===== src/rtl/master_port_if.sv =====
// Signal bundle between a local requester, master_port and a serial 4k RAM slave port.
// The master modport is the port engine; the slave modport is everything around it.
interface master_port_if #(
   parameter int ADDR_W = 12,
   parameter int DATA_W = 8
);
   logic              dev_start;
   logic              dev_mode;
   logic [ADDR_W-1:0] dev_addr;
   logic [DATA_W-1:0] dev_wdata;
   logic              dev_busy;
   logic              dev_done;
   logic              dev_error;
   logic [DATA_W-1:0] dev_rdata;
   logic              read_en;
   logic              write_en;
   logic              master_valid;
   logic              master_ready;
   logic              tx_address;
   logic              tx_data;
   logic              slave_ready;
   logic              slave_valid;
   logic              rx_data;
   logic              split_en;

   modport master (
      input  dev_start, dev_mode, dev_addr, dev_wdata,
      input  slave_ready, slave_valid, rx_data, split_en,
      output dev_busy, dev_done, dev_error, dev_rdata,
      output read_en, write_en, master_valid, master_ready, tx_address, tx_data
   );

   modport slave (
      output dev_start, dev_mode, dev_addr, dev_wdata,
      output slave_ready, slave_valid, rx_data, split_en,
      input  dev_busy, dev_done, dev_error, dev_rdata,
      input  read_en, write_en, master_valid, master_ready, tx_address, tx_data
   );
endinterface


===== src/rtl/master_port.sv =====
// Serial slave-port master: takes one parallel read/write request, serialises address
// and write data LSB-first, deserialises read data, and handles slave split and timeout.
module master_port #(
   parameter int ADDR_W  = 12,
   parameter int DATA_W  = 8,
   parameter int TIMEOUT = 64
) (
   input  logic          clk,
   input  logic          reset,
   master_port_if.master bus
);
   localparam int MAXW = (ADDR_W > DATA_W) ? ADDR_W : DATA_W;
   localparam int BW   = $clog2(MAXW) + 1;
   localparam int CW   = $clog2(TIMEOUT);

   typedef enum logic [3:0] {
      S_IDLE, S_REQ, S_ADDR, S_WDATA, S_WACK, S_RWAIT, S_SPLIT, S_RDATA, S_DONE, S_ERR
   } state_t;

   state_t            r_state;
   logic              r_mode;
   logic [ADDR_W-1:0] r_addr_sh;
   logic [DATA_W-1:0] r_data_sh;
   logic [DATA_W-1:0] r_rx_sh;
   logic [CW-1:0]     r_cnt;
   logic [BW-1:0]     r_bit;

   logic              r_busy;
   logic              r_done;
   logic              r_error;
   logic [DATA_W-1:0] r_rdata;
   logic              r_read_en;
   logic              r_write_en;
   logic              r_mvalid;
   logic              r_mready;
   logic              r_tx_addr;
   logic              r_tx_data;

   state_t            w_nxt;
   logic              w_mode;
   logic [ADDR_W-1:0] w_addr_sh;
   logic [DATA_W-1:0] w_data_sh;
   logic [DATA_W-1:0] w_rx_sh;
   logic [CW-1:0]     w_cnt;
   logic [BW-1:0]     w_bit;
   logic              w_tmo;

   always_comb begin
      w_nxt     = r_state;
      w_mode    = r_mode;
      w_addr_sh = r_addr_sh;
      w_data_sh = r_data_sh;
      w_rx_sh   = r_rx_sh;
      w_cnt     = '0;
      w_bit     = '0;
      w_tmo     = (r_cnt == CW'(TIMEOUT - 1));
      case (r_state)
         S_IDLE: begin
            if (bus.dev_start) begin
               w_nxt     = S_REQ;
               w_mode    = bus.dev_mode;
               w_addr_sh = bus.dev_addr;
               w_data_sh = bus.dev_wdata;
            end
         end
         S_REQ: begin
            if (bus.slave_ready)  w_nxt = S_ADDR;
            else if (w_tmo)       w_nxt = S_ERR;
            else                  w_cnt = r_cnt + CW'(1);
         end
         // Shift registers are left unshifted on entry so bit0 shows on the first serial cycle.
         S_ADDR: begin
            if (r_bit == BW'(ADDR_W - 1)) begin
               w_nxt = r_mode ? S_WDATA : S_RWAIT;
            end else begin
               w_bit     = r_bit + BW'(1);
               w_addr_sh = r_addr_sh >> 1;
            end
         end
         S_WDATA: begin
            if (r_bit == BW'(DATA_W - 1)) begin
               w_nxt = S_WACK;
            end else begin
               w_bit     = r_bit + BW'(1);
               w_data_sh = r_data_sh >> 1;
            end
         end
         S_WACK: begin
            if (bus.slave_ready)  w_nxt = S_DONE;
            else if (w_tmo)       w_nxt = S_ERR;
            else                  w_cnt = r_cnt + CW'(1);
         end
         // Split freezes the wait count where it stood when the slave asked for it.
         S_RWAIT: begin
            if (bus.split_en) begin
               w_nxt = S_SPLIT;
               w_cnt = r_cnt;
            end else if (bus.slave_valid) begin
               w_nxt   = S_RDATA;
               w_bit   = BW'(1);
               w_rx_sh = {bus.rx_data, r_rx_sh[DATA_W-1:1]};
            end else if (w_tmo) begin
               w_nxt = S_ERR;
            end else begin
               w_cnt = r_cnt + CW'(1);
            end
         end
         S_SPLIT: begin
            w_cnt = r_cnt;
            if (!bus.split_en) w_nxt = S_RWAIT;
         end
         S_RDATA: begin
            w_rx_sh = {bus.rx_data, r_rx_sh[DATA_W-1:1]};
            if (r_bit == BW'(DATA_W - 1)) w_nxt = S_DONE;
            else                          w_bit = r_bit + BW'(1);
         end
         S_DONE:  w_nxt = S_IDLE;
         S_ERR:   w_nxt = S_IDLE;
         default: w_nxt = S_IDLE;
      endcase
   end

   // Outputs are registered from the next-state decode so they line up with r_state.
   always_ff @(posedge clk or negedge reset) begin
      if (!reset) begin
         r_state    <= S_IDLE;
         r_mode     <= 1'b0;
         r_addr_sh  <= '0;
         r_data_sh  <= '0;
         r_rx_sh    <= '0;
         r_cnt      <= '0;
         r_bit      <= '0;
         r_busy     <= 1'b0;
         r_done     <= 1'b0;
         r_error    <= 1'b0;
         r_rdata    <= '0;
         r_read_en  <= 1'b0;
         r_write_en <= 1'b0;
         r_mvalid   <= 1'b0;
         r_mready   <= 1'b0;
         r_tx_addr  <= 1'b0;
         r_tx_data  <= 1'b0;
      end else begin
         r_state    <= w_nxt;
         r_mode     <= w_mode;
         r_addr_sh  <= w_addr_sh;
         r_data_sh  <= w_data_sh;
         r_rx_sh    <= w_rx_sh;
         r_cnt      <= w_cnt;
         r_bit      <= w_bit;
         r_busy     <= (w_nxt != S_IDLE);
         r_done     <= (w_nxt == S_DONE) || (w_nxt == S_ERR);
         r_error    <= (w_nxt == S_ERR);
         r_read_en  <= !w_mode && (w_nxt inside {S_REQ, S_ADDR, S_RWAIT, S_SPLIT, S_RDATA});
         r_write_en <= w_mode && (w_nxt inside {S_REQ, S_ADDR, S_WDATA, S_WACK});
         r_mvalid   <= (w_nxt inside {S_REQ, S_ADDR, S_WDATA});
         r_mready   <= (w_nxt inside {S_RWAIT, S_RDATA});
         r_tx_addr  <= (w_nxt == S_ADDR) && w_addr_sh[0];
         r_tx_data  <= (w_nxt == S_WDATA) && w_data_sh[0];
         if ((r_state == S_RDATA) && (w_nxt == S_DONE)) r_rdata <= w_rx_sh;
      end
   end

   assign bus.dev_busy     = r_busy;
   assign bus.dev_done     = r_done;
   assign bus.dev_error    = r_error;
   assign bus.dev_rdata    = r_rdata;
   assign bus.read_en      = r_read_en;
   assign bus.write_en     = r_write_en;
   assign bus.master_valid = r_mvalid;
   assign bus.master_ready = r_mready;
   assign bus.tx_address   = r_tx_addr;
   assign bus.tx_data      = r_tx_data;
endmodule


===== src/flat_wrapper.sv =====
// flat-port wrapper written by rule: the top's interface ports become plain ports
module master_port_flat 
#(
   parameter int ADDR_W  = 12,
   parameter int DATA_W  = 8,
   parameter int TIMEOUT = 64
)
  (clk, reset, bus_dev_start, bus_dev_mode, bus_dev_addr, bus_dev_wdata, bus_slave_ready, bus_slave_valid, bus_rx_data, bus_split_en, bus_dev_busy, bus_dev_done, bus_dev_error, bus_dev_rdata, bus_read_en, bus_write_en, bus_master_valid, bus_master_ready, bus_tx_address, bus_tx_data);
  master_port_if #(.ADDR_W(ADDR_W), .DATA_W(DATA_W)) bus_i ();
  input  logic clk;
  input  logic reset;
  input wire logic [$bits(bus_i.dev_start)-1:0] bus_dev_start;
  input wire logic [$bits(bus_i.dev_mode)-1:0] bus_dev_mode;
  input wire logic [$bits(bus_i.dev_addr)-1:0] bus_dev_addr;
  input wire logic [$bits(bus_i.dev_wdata)-1:0] bus_dev_wdata;
  input wire logic [$bits(bus_i.slave_ready)-1:0] bus_slave_ready;
  input wire logic [$bits(bus_i.slave_valid)-1:0] bus_slave_valid;
  input wire logic [$bits(bus_i.rx_data)-1:0] bus_rx_data;
  input wire logic [$bits(bus_i.split_en)-1:0] bus_split_en;
  output wire logic [$bits(bus_i.dev_busy)-1:0] bus_dev_busy;
  output wire logic [$bits(bus_i.dev_done)-1:0] bus_dev_done;
  output wire logic [$bits(bus_i.dev_error)-1:0] bus_dev_error;
  output wire logic [$bits(bus_i.dev_rdata)-1:0] bus_dev_rdata;
  output wire logic [$bits(bus_i.read_en)-1:0] bus_read_en;
  output wire logic [$bits(bus_i.write_en)-1:0] bus_write_en;
  output wire logic [$bits(bus_i.master_valid)-1:0] bus_master_valid;
  output wire logic [$bits(bus_i.master_ready)-1:0] bus_master_ready;
  output wire logic [$bits(bus_i.tx_address)-1:0] bus_tx_address;
  output wire logic [$bits(bus_i.tx_data)-1:0] bus_tx_data;
  assign bus_i.dev_start = bus_dev_start;
  assign bus_i.dev_mode = bus_dev_mode;
  assign bus_i.dev_addr = bus_dev_addr;
  assign bus_i.dev_wdata = bus_dev_wdata;
  assign bus_i.slave_ready = bus_slave_ready;
  assign bus_i.slave_valid = bus_slave_valid;
  assign bus_i.rx_data = bus_rx_data;
  assign bus_i.split_en = bus_split_en;
  assign bus_dev_busy = bus_i.dev_busy;
  assign bus_dev_done = bus_i.dev_done;
  assign bus_dev_error = bus_i.dev_error;
  assign bus_dev_rdata = bus_i.dev_rdata;
  assign bus_read_en = bus_i.read_en;
  assign bus_write_en = bus_i.write_en;
  assign bus_master_valid = bus_i.master_valid;
  assign bus_master_ready = bus_i.master_ready;
  assign bus_tx_address = bus_i.tx_address;
  assign bus_tx_data = bus_i.tx_data;
  master_port #(.ADDR_W(ADDR_W), .DATA_W(DATA_W), .TIMEOUT(TIMEOUT)) u_core (.clk(clk), .reset(reset), .bus(bus_i));
endmodule

===== config.mk =====
export PLATFORM = sky130hd
export DESIGN_NAME = master_port_flat
export DESIGN_NICKNAME = d
export VERILOG_FILES = /design/src/rtl/master_port_if.sv /design/src/rtl/master_port.sv /design/src/flat_wrapper.sv
export SDC_FILE = /design/constraint.sdc
export NUM_CORES = 1
export LEC_CHECK = 0
export CAP_MARGIN = 10
export CORE_ASPECT_RATIO = 1.5
export CORE_MARGIN = 2
export CORE_UTILIZATION = 48
export DETAILED_ROUTE_END_ITERATION = 10
export GPL_TIMING_DRIVEN = 0
export HOLD_SLACK_MARGIN = 0.03
export PLACE_DENSITY = 0.75
export SKIP_LAST_GASP = 1
export SLEW_MARGIN = 20
export SYNTH_ARGS = -nofsm -noshare
export SYNTH_HDL_FRONTEND = slang
export SYNTH_SLANG_ARGS = --single-unit

===== constraint.sdc =====
create_clock -name clk -period 2.15 [get_ports clk]
set_input_delay 0.645 -clock clk [delete_from_list [all_inputs] [get_ports clk]]
set_output_delay 0.645 -clock clk [all_outputs]
set_load 0.02 [all_outputs]

==> reports/results.tsv, run 1 <==
metric	value	unit
slew_headroom	0.569	
crit_type	register to register	
p_switching	1.43	mW
ys.flop_type	dfrtp_1	
dp.cells	400	
gp_congestion	0.879	
wl_per_cell	15.9	um
flop_area	1530	um2
ys_area	2910	um2
p_seq_frac	0.370	
worstPathArrival	2330	ps
slew_violations	0	
finalCritPeriodShare	0.989	
synthArstFlopShare	1.00	
hold_class	input port to async pin	
syn_inst	283	
critPathMaxStageDelay	470	ps
ir_worst_vdd	546	uV
fin_skew	7.87	ps
leakagePower	1.71	nW
synthesis.area	2910	um2
stdcell_count	417	
final_cell_mix	68 x nand2_1, 61 x dfrtp_1, 41 x clkdlybuf4s50_1	
largest_register_ffs	12	
htree_levels	3	
vias_per_cell	5.61	
critPathLaunch	u_core.r_cnt[0]$_DFFE_PN0P_	
drt-pass1-iter-count	4	
drt_iter0_markers	123	
clock_latency	340	ps
cts-root-buf	clkbuf_8	
critPathSlowestCell	or4_1	
clock_buffers	12	
inv_count	9	
cts.sink_count	61	
top_area_cell	dfrtp_1	
antenna_found_initial	0	
status	finished clean	
crit_path_end_kind	register	
worst-path-max-fanout	6	
tapCellCount	72	
post_cts_buffers	2	
antenna_cells	0	
numCtsBuffers	9	
rrSetupSlack	20	ps
chipArea	6720	um2
fmax	470	MHz
power_density	1120	nW/um2
grt_pass1_vias	2338	
logic_gate_count	201	
## run 1: layer usage
layer	global-route usage	part of all wire
met1	0.231	0.40
met2	0.359	0.53
met3	0.0532	0.047
met4	0.100	0.018
met5	0	0
## run 1: cells by family (layout without fill, tap and decap cells)
| family | after synthesis | in the layout | share of synthesized area |
|---|---|---|---|
| buffers and inverters | 21 | 83 | 0.0335 |
| muxes | 12 | 12 | 0.0447 |
| xor gates and xnor gates | 3 | 3 | 0.00902 |
| adders and majority gates | 2 | 2 | 0.00859 |
| AOI/OAI and AO/OA | 56 | 56 | 0.153 |
| and+or+nand+nor | 128 | 128 | 0.227 |
| DFF | 61 | 61 | 0.524 |
## run 1: power groups by stage
stage | clock, mW | sequential [mW] | combinational, mW
after floorplan | 0 | 1.61 | 0.929
after global placement | 0 | 1.58 | 1.35
after detailed placement | 0 | 1.59 | 1.39
after CTS | 1.20 | 1.57 | 1.46
after global routing | 1.25 | 1.61 | 1.67
final | 1.17 | 1.58 | 1.51
## run 1: worst max-delay path by stage
stage,end,slack [ps],cells past startpoint
detailed placement,u_core.r_addr_sh[3]$_DFFE_PN0P_,-530,8
finish,u_core.bus.dev_busy$_DFF_PN0_,20,8
CTS,u_core.bus.read_en$_DFF_PN0_,6,6
global route,u_core.bus.read_en$_DFF_PN0_,-50,6
floorplan,u_core.bus.dev_busy$_DFF_PN0_,160,8
global placement,u_core.bus.dev_rdata[2]$_DFFE_PN0P_,-1480,1
## run 1: worst register-to-register path: cells and delay by family (launching register included)
family	cells	cell delay, ps
adder cells (fa/ha/maj)	1	210
flip-flops	1	410
AND-OR/OR-AND	1	250
AND/OR/NAND/NOR	4	890
buffers and inverters	2	250
==> run_1/met3.png <==
The bar under the picture is 20 um long. Cells faint in the background.
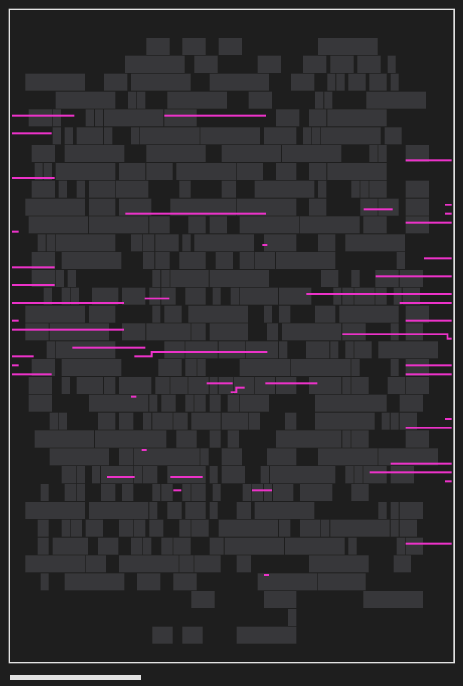
share of all routed wire: 4.7%
main direction: horizontal

==> run_1/final_congestion.png <==
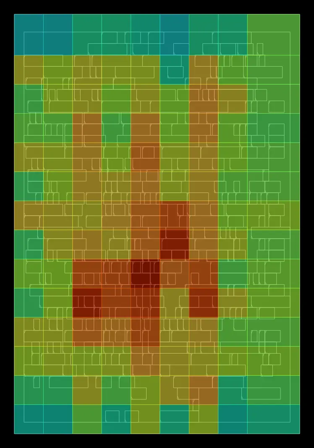
final core utilization: 0.655
met3 usage: 0.0532
GRT Total Usage: 0.208

==> run_1/clock_map.png <==
The bar under the picture is 20 um long.
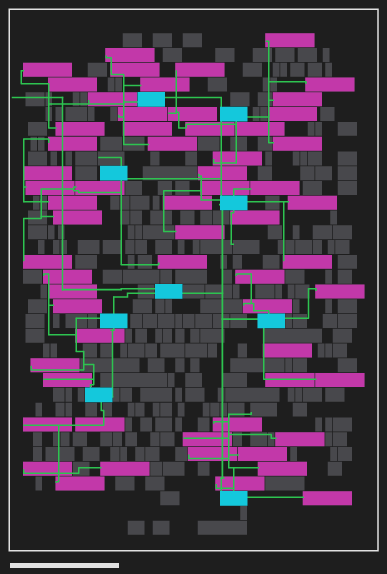
legend:
  magenta:
    item: flip-flops
    count: 61
  cyan:
    item: cells driving clock nets
    count: 9
  green:
    item: clock wires
    length: 767 um
flops lie: spread over the die

==> run_1/metal_stack.png <==
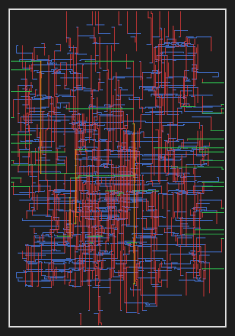
legend:
  green:
    layer: met3
    wire_length: 313 um
  orange:
    layer: met4
    wire_length: 121 um
  blue:
    layer: met1
    wire_length: 2,690 um
  red:
    layer: met2
    wire_length: 3,520 um

==> run_1/met2.png <==
Cells faint in the background.
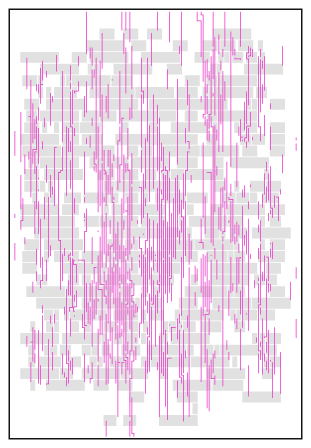

==> run 2: changes to the inputs <==
- CORE_MARGIN: 2 -> 10
- REMOVE_ABC_BUFFERS: not set -> 1
==> run_2/met2.png <==
Cells faint in the background.
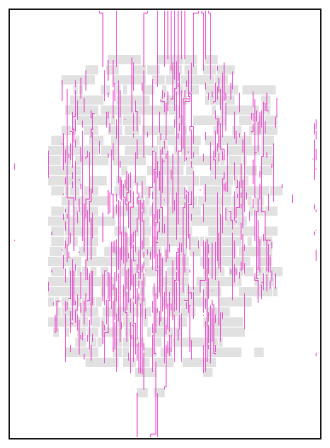
share of all routed wire: 50%
main direction: vertical
longest straight run: 33.0 um
nets with wire on the layer: 304
wire length on this layer: 3,360 um

==> run_2/met3.png <==
The bar under the picture is 20 um long. Cells faint in the background.
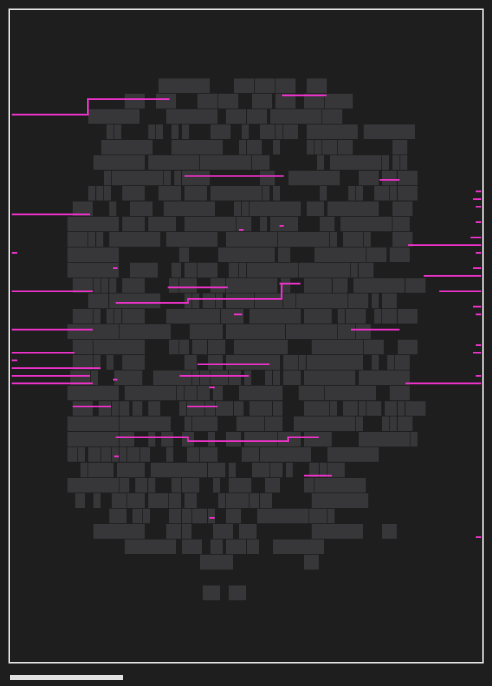
wire length on this layer: 345 um
share of all routed wire: 5.1%
main direction: horizontal
nets with wire on the layer: 37

==> reports/results.tsv, run 2 <==
metric	value	unit	change
worst-path-max-fanout	5		was 6
fmax	477	MHz	was 470 MHz
numCtsBuffers	9		unchanged
top_area_cell	dfrtp_1		unchanged
antenna_cells	0		unchanged
maxUsedRoutingLayer	met4		unchanged
grtUsageTotal	0.138		was 0.208
vias_per_cell	5.51		was 5.61
dp.cells	388		was 400
grtUsageMet2	0.231		was 0.359
ys_area	2910	um2	unchanged
htree_levels	3		unchanged
ir_worst_vdd	531	uV	was 546 uV
use_met1	0.153		was 0.231
crit_type	input port to register		was register to register
crit_path_end_kind	register		unchanged
slew_violations	0		unchanged
status	finished clean		unchanged
routed-wl-met2	3360	um	was 3520 um
grt_use_met3	0.0425		was 0.0532
drt-pass1-iter-count	4		unchanged
hold_class	input port to async pin		unchanged
wl_met1	2870	um	was 2690 um
ys.flop_type	dfrtp_1		unchanged
cts-root-buf	clkbuf_8		unchanged
==> run_2/clock_map.png <==
The bar under the picture is 20 um long.
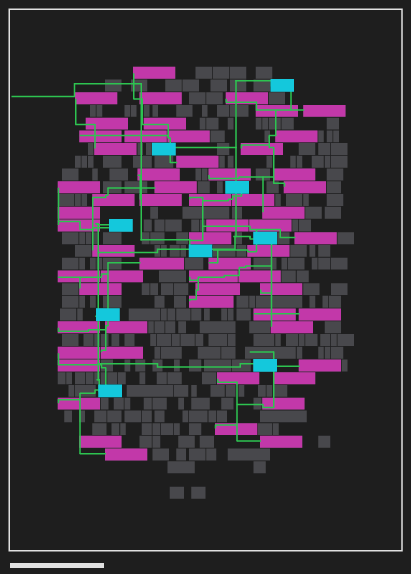
legend:
  cyan:
    item: cells driving clock nets
    count: 9
  magenta:
    item: flip-flops
    count: 61
  green:
    item: clock wires
    length: 738 um
routed clock nets: 10

==> run 2: cell counts after synthesis <==
Identical to the previous run, type by type.
==> run 2: logic make-up after synthesis <==
family / Yosys count / synth area share
xor gates and xnor gates: 3 / 0.00902
muxes: 12 / 0.0447
DFF: 61 / 0.524
AOI/OAI and AO/OA: 56 / 0.153
and+or+nand+nor: 128 / 0.227
adders and majority gates: 2 / 0.00859
buffers and inverters: 21 / 0.0335
==> run 2: layout make-up <==
type | count | area [um2]
Sequential cell | 61 | 1530
Timing Repair Buffer | 53 | 520
Fill cell | 469 | 2110
Multi-Input combinational cell | 202 | 1370
Tap cell | 72 | 90.1
Inverter | 9 | 33.8
Clock buffer | 13 | 169
Clock inverter | 3 | 42.5
==> run 2: report_power, final <==
part | switching, mW | internal [mW]
clock network | 0.423 | 0.628
logic | 0.807 | 0.644
registers | 0.187 | 1.43
total | 1.42 | 2.71
==> run 2: final timing paths <==
kind / to / start / slack [ps] / depth (start not counted)
min reg2reg: u_core.r_data_sh[0]$_DFF_PN0_ / u_core.r_data_sh[0]$_DFF_PN0_ / 470 / 1
max in group asynchronous: u_core.r_state[3]$_DFF_PN0_ / reset / 1510 / 2
max: u_core.bus.dev_busy$_DFF_PN0_ / bus_slave_valid / 60 / 6
max reg2reg: u_core.bus.dev_busy$_DFF_PN0_ / u_core.r_cnt[0]$_DFFE_PN0P_ / 60 / 6
min: u_core.r_bit[3]$_DFF_PN0_ / reset / 150 / 1
min in group clk: u_core.r_data_sh[0]$_DFF_PN0_ / u_core.r_data_sh[0]$_DFF_PN0_ / 470 / 1
==> run 2: worst max-delay path, cell delays in order <==
cell             delay [ps]
clkdlybuf4s50_1         450
nor2_2                  180
o32ai_2                 110
nor2_2                  230
nand2_1                 140
or4_1                   550
No activity file was given, so power comes from the tool's default toggle rates.
